### src/rtl/reg_write_arbiter.sv
`default_nettype none
// ============================================================================
// Module   : reg_write_arbiter
// Purpose  : Grants N_REQ requesters one-at-a-time write access to a shared
//            WIDTH-bit register (q/qbar). Every write is sequenced through
//            IDLE -> GRANT -> COMMIT. Winners are picked round-robin, and each
//            committed write gets a one-cycle ack pulse.
// Ports    : clk      - rising-edge clock
//            rst      - asynchronous active-high reset
//            req      - per-requester level write request (held until ack)
//            wr_data  - per-requester write data, requester i at [i*WIDTH +: WIDTH]
//            grant    - one-hot current owner
//            ack      - one-hot, one-cycle commit acknowledge
//            q / qbar - shared register value and its complement
//            busy     - high whenever the FSM is not idle
// Config   : REG_ARB_FIXED_PRIO_EN - when defined, lowest index always wins
//            and the round-robin pointer is removed.
// Revision : 1.0 - initial release
// ============================================================================
module reg_write_arbiter #(
  parameter int N_REQ = 4,
  parameter int WIDTH = 8
) (
  input  logic                   clk,
  input  logic                   rst,
  input  logic [N_REQ-1:0]       req,
  input  logic [N_REQ*WIDTH-1:0] wr_data,
  output logic [N_REQ-1:0]       grant,
  output logic [N_REQ-1:0]       ack,
  output logic [WIDTH-1:0]       q,
  output logic [WIDTH-1:0]       qbar,
  output logic                   busy
);

  localparam int                 c_idx_w    = (N_REQ > 1) ? $clog2(N_REQ) : 1;
  localparam logic [c_idx_w:0]   c_n_req    = (c_idx_w + 1)'(N_REQ);
  localparam logic [c_idx_w-1:0] c_last_idx = c_idx_w'(N_REQ - 1);

  typedef enum logic [1:0] {
    S_IDLE   = 2'd0,
    S_GRANT  = 2'd1,
    S_COMMIT = 2'd2
  } state_t;

  state_t             r_state;
  logic [c_idx_w-1:0] r_owner;
  logic [N_REQ-1:0]   r_grant;
  logic [N_REQ-1:0]   r_ack;
  logic [WIDTH-1:0]   r_q;

  logic [c_idx_w-1:0] w_scan_start;  // first index scanned when arbitrating from IDLE
  logic [c_idx_w-1:0] w_next_start;  // first index scanned when re-arbitrating in COMMIT
  logic [N_REQ-1:0]   w_owner_oh;
  logic [N_REQ-1:0]   w_masked_req;
  logic [WIDTH-1:0]   w_owner_data;
  logic               w_idle_found;
  logic               w_next_found;
  logic [c_idx_w-1:0] w_idle_win;
  logic [c_idx_w-1:0] w_next_win;
  logic [N_REQ-1:0]   w_idle_oh;
  logic [N_REQ-1:0]   w_next_oh;

`ifdef REG_ARB_FIXED_PRIO_EN
  assign w_scan_start = '0;
  assign w_next_start = '0;
`else
  logic [c_idx_w-1:0] r_prio_ptr;

  assign w_scan_start = r_prio_ptr;
  // The pointer moves to the slot after the owner, so the re-arbitration in
  // COMMIT scans from where the pointer will land on this edge.
  assign w_next_start = (r_owner == c_last_idx) ? '0 : r_owner + 1'b1;
`endif

  // Owner decode and data select.
  always_comb begin
    w_owner_oh   = '0;
    w_owner_data = '0;
    for (int i = 0; i < N_REQ; i++) begin
      if (r_owner == c_idx_w'(i)) begin
        w_owner_oh[i] = 1'b1;
        w_owner_data  = wr_data[i*WIDTH +: WIDTH];
      end
    end
  end

  // The owner is excluded from re-arbitration so a requester still holding
  // req on the ack edge cannot win twice in a row.
  assign w_masked_req = req & ~w_owner_oh;

  // Wrapping priority scan starting at a given index.
  always_comb begin
    logic [c_idx_w:0] idx_a;
    logic [c_idx_w:0] idx_b;
    w_idle_found = 1'b0;
    w_idle_win   = '0;
    w_next_found = 1'b0;
    w_next_win   = '0;
    w_idle_oh    = '0;
    w_next_oh    = '0;
    idx_a        = '0;
    idx_b        = '0;
    for (int i = 0; i < N_REQ; i++) begin
      idx_a = {1'b0, w_scan_start} + (c_idx_w + 1)'(i);
      if (idx_a >= c_n_req) idx_a = idx_a - c_n_req;
      if (!w_idle_found && req[idx_a[c_idx_w-1:0]]) begin
        w_idle_found = 1'b1;
        w_idle_win   = idx_a[c_idx_w-1:0];
      end
      idx_b = {1'b0, w_next_start} + (c_idx_w + 1)'(i);
      if (idx_b >= c_n_req) idx_b = idx_b - c_n_req;
      if (!w_next_found && w_masked_req[idx_b[c_idx_w-1:0]]) begin
        w_next_found = 1'b1;
        w_next_win   = idx_b[c_idx_w-1:0];
      end
    end
    for (int i = 0; i < N_REQ; i++) begin
      w_idle_oh[i] = w_idle_found && (w_idle_win == c_idx_w'(i));
      w_next_oh[i] = w_next_found && (w_next_win == c_idx_w'(i));
    end
  end

  always_ff @(posedge clk or posedge rst) begin
    if (rst) begin
      r_state    <= S_IDLE;
      r_owner    <= '0;
      r_grant    <= '0;
      r_ack      <= '0;
      r_q        <= '0;
`ifndef REG_ARB_FIXED_PRIO_EN
      r_prio_ptr <= '0;
`endif
    end else begin
      case (r_state)
        S_IDLE: begin
          r_ack <= '0;
          if (w_idle_found) begin
            r_owner <= w_idle_win;
            r_grant <= w_idle_oh;
            r_state <= S_GRANT;
          end
        end
        S_GRANT: begin
          if (|(req & w_owner_oh)) begin
            r_q     <= w_owner_data;
            r_ack   <= w_owner_oh;
            r_state <= S_COMMIT;
          end else begin
            // Owner withdrew: abort without touching q or the pointer.
            r_grant <= '0;
            r_state <= S_IDLE;
          end
        end
        S_COMMIT: begin
          r_ack <= '0;
`ifndef REG_ARB_FIXED_PRIO_EN
          r_prio_ptr <= w_next_start;
`endif
          if (w_next_found) begin
            r_owner <= w_next_win;
            r_grant <= w_next_oh;
            r_state <= S_GRANT;
          end else begin
            r_grant <= '0;
            r_state <= S_IDLE;
          end
        end
        default: begin
          r_grant <= '0;
          r_ack   <= '0;
          r_state <= S_IDLE;
        end
      endcase
    end
  end

  assign grant = r_grant;
  assign ack   = r_ack;
  assign q     = r_q;
  assign qbar  = ~r_q;
  assign busy  = (r_state != S_IDLE);

endmodule
`default_nettype wire

### config.mk
export PLATFORM = sky130hd
export DESIGN_NAME = reg_write_arbiter
export DESIGN_NICKNAME = d
export VERILOG_FILES = /design/src/rtl/reg_write_arbiter.sv
export SDC_FILE = /design/constraint.sdc
export NUM_CORES = 1
export LEC_CHECK = 0
export CORE_MARGIN = 3
export CORE_UTILIZATION = 50
export CTS_BUF_LIST = sky130_fd_sc_hd__clkbuf_8
export DETAILED_ROUTE_END_ITERATION = 8
export PLACE_DENSITY = 0.88
export SETUP_SLACK_MARGIN = 0.4
export SKIP_CTS_REPAIR_TIMING = 1
export SLEW_MARGIN = 10
export SYNTH_ARGS = -nofsm -noshare
export SYNTH_HDL_FRONTEND = slang
export SYNTH_SLANG_ARGS = --single-unit
### constraint.sdc
create_clock -name clk -period 5.4 [get_ports clk]
set_clock_uncertainty 0.1 [all_clocks]
set_input_delay 0.81 -clock clk [delete_from_list [all_inputs] [get_ports clk]]
set_output_delay 0.81 -clock clk [all_outputs]
set_load 0.005 [all_outputs]
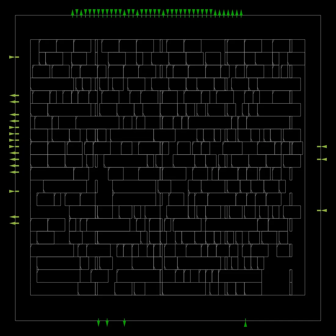
**Above:** cell placement.
Filler Cell Count: 251
Rows: 20
Finished Layout Cells: 312

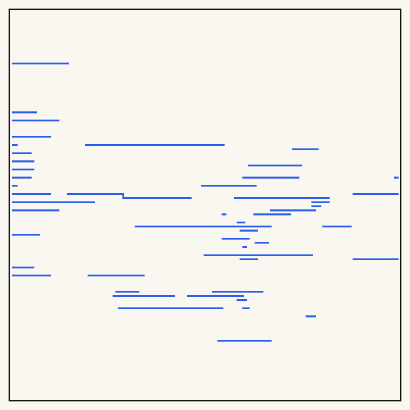
**Above:** the metal 3 layer.
Drawn at 6 px/um.
The wires run mostly horizontal. The layer holds 6.7% of the routed length. The layer carries 335 um of wire.

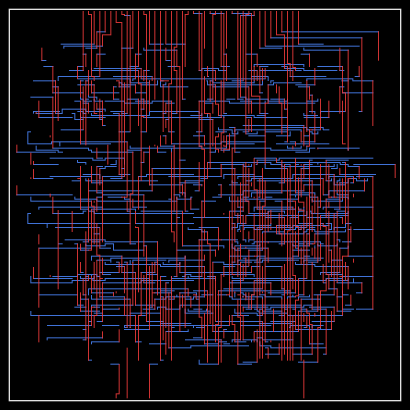
**Above:** metal layers overlaid.
Drawn at 6 px/um. Only two layers are drawn.
Blue shows M1, wire length 2230 um. Red shows M2, wire length 2410 um.
routed wire length per instance: 16.10 um
Total GRT Usage: 25.56%
Routed WL: 5.024 mm
DR vias: 1847

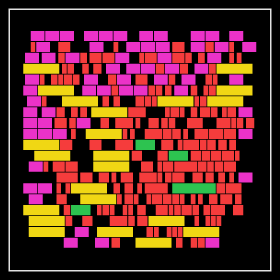
**Above:** cell classes on the final placement.
Drawn at 4 px/um.
Red shows remaining logic cells, cells 180. Yellow shows registers, cells 22. Magenta shows remaining buffers and delay cells, cells 62. Green shows clock drivers and dummy loads, cells 4.

==> flow_summary_export.csv <==
group,metric,value,unit
global_routing,first_global_vias,1794,
final_layout,layout.nonclk_buf_share,25.82,%
final_layout,ff_latch_area,550.5,um^2
logic_synthesis,syn_inst,220,
clock_tree,cts-buffers-inserted,3,
placement,post_dp_cell_area,2332,um^2
run,tool_warnings,29,
placement,dp_hpwl,3.558,mm
final_timing,fmax,302.4,MHz
logic_synthesis,ys_seq_share,31.63,%
logic_synthesis,synthArstFlopShare,100.0,%
logic_synthesis,synthMuxAreaShare,1.797,%
floorplan,tap-cell-count,44,
final_timing,relSlewSlack,39.30,%
logic_synthesis,fa_ha_area_share,2.876,%
floorplan,num_io_pins,63,
final_timing,holdWs,414.4,ps
floorplan,die_y,65,um
logic_synthesis,syn_area,1740,um^2
final_timing,rsz0062_at_grt,"no",
setup_path,cp_cell_sequence,"ha_1 > a22oi_1 > nand2_1 > and3b_1 > o21bai_1 > a22oi_1 > o21ai_1",
floorplan,fp_util,54.76,%
final_layout,multiInputGateArea,1050,um^2
floorplan,die-area,4225,um^2
placement,pre_cts_slack,2164,ps
final_layout,mostFrequentLayoutCells,"clkdlybuf4s50_1, a21oi_1, dfrtp_1",
logic_synthesis,edf_count,0,
setup_path,crit_top_cell,"a22oi_1",
floorplan,die_w,65,um
setup_path,rr_worst_depth,7,
setup_path,end_kind,"flop",
logic_synthesis,syn_nets,262,
final_layout,largest_reg_flops,8,
logic_synthesis,ys_types,49,
setup_path,crit_path_max_incr_delay,880,ps
clock_tree,htreeDepth,1,
clock_tree,insertion_delay,270,ps
global_routing,grt-busiest-layer,"met2",
setup_path,crit_fanout,25,
final_layout,n_all_buffers,62,
clock_tree,clock_path_buffers,2,
logic_synthesis,yosys-top-cells-count,"a21oi_1, dfrtp_1, nor2_1",
final_layout,flops,22,
logic_synthesis,ys_top_logic_family,"AND-OR/OR-AND gates",
power_and_ir_drop,power_sequential,0.000324,W
power_and_ir_drop,powerDensity,598.3,nW/um^2
placement,port-buffer-count,62,
final_layout,comb_cells,165,
setup_path,critPathSlowestCell,"ha_1",
logic_synthesis,yosys_area,1740,um^2
detailed_routing,viasPerCell,5.920,
logic_synthesis,top_cell_area_share,31.63,%
run,cap_violations,0,
hold_path,min_path_type,"flop to flop",
setup_path,start_kind,"flop",
power_and_ir_drop,power-top-group,"combinational logic",
final_layout,inv_count,15,
setup_path,crit_required,5500,ps
power_and_ir_drop,p_int,0.0007943,W
logic_synthesis,ys_cells,220,
logic_synthesis,synthSimpleGateAreaFrac,27.03,%
final_layout,final_area,2404,um^2
status,status,"finished clean",
final_layout,largest_class,"logic gates",
detailed_routing,met2_length,2.407,mm
final_timing,fin_crit,3307,ps
logic_synthesis,yosysWarnings,0,
logic_synthesis,aoi_share,28.61,%
final_layout,lay_top_count,"clkdlybuf4s50_1",
setup_path,startpoint,"r_owner[0]",
final_layout,seq_share,22.90,%
power_and_ir_drop,pwr-share-clk,11.1,%
detailed_routing,dr.pass1.iters,4,
logic_synthesis,syn_avg_cell_area,7.911,um^2
clock_tree,ctsRootBufferMaster,"clkbuf_8",
final_layout,nClkBuffers,3,
final_timing,setup_tns,0,ps
power_and_ir_drop,power,0.001438,W
global_routing,grt_pass1_wl,8.535,mm
final_layout,post-route-util,75.63,%
final_timing,period_used_share,61.25,%
No activity file was given, so power comes from the tool's default toggle rates.
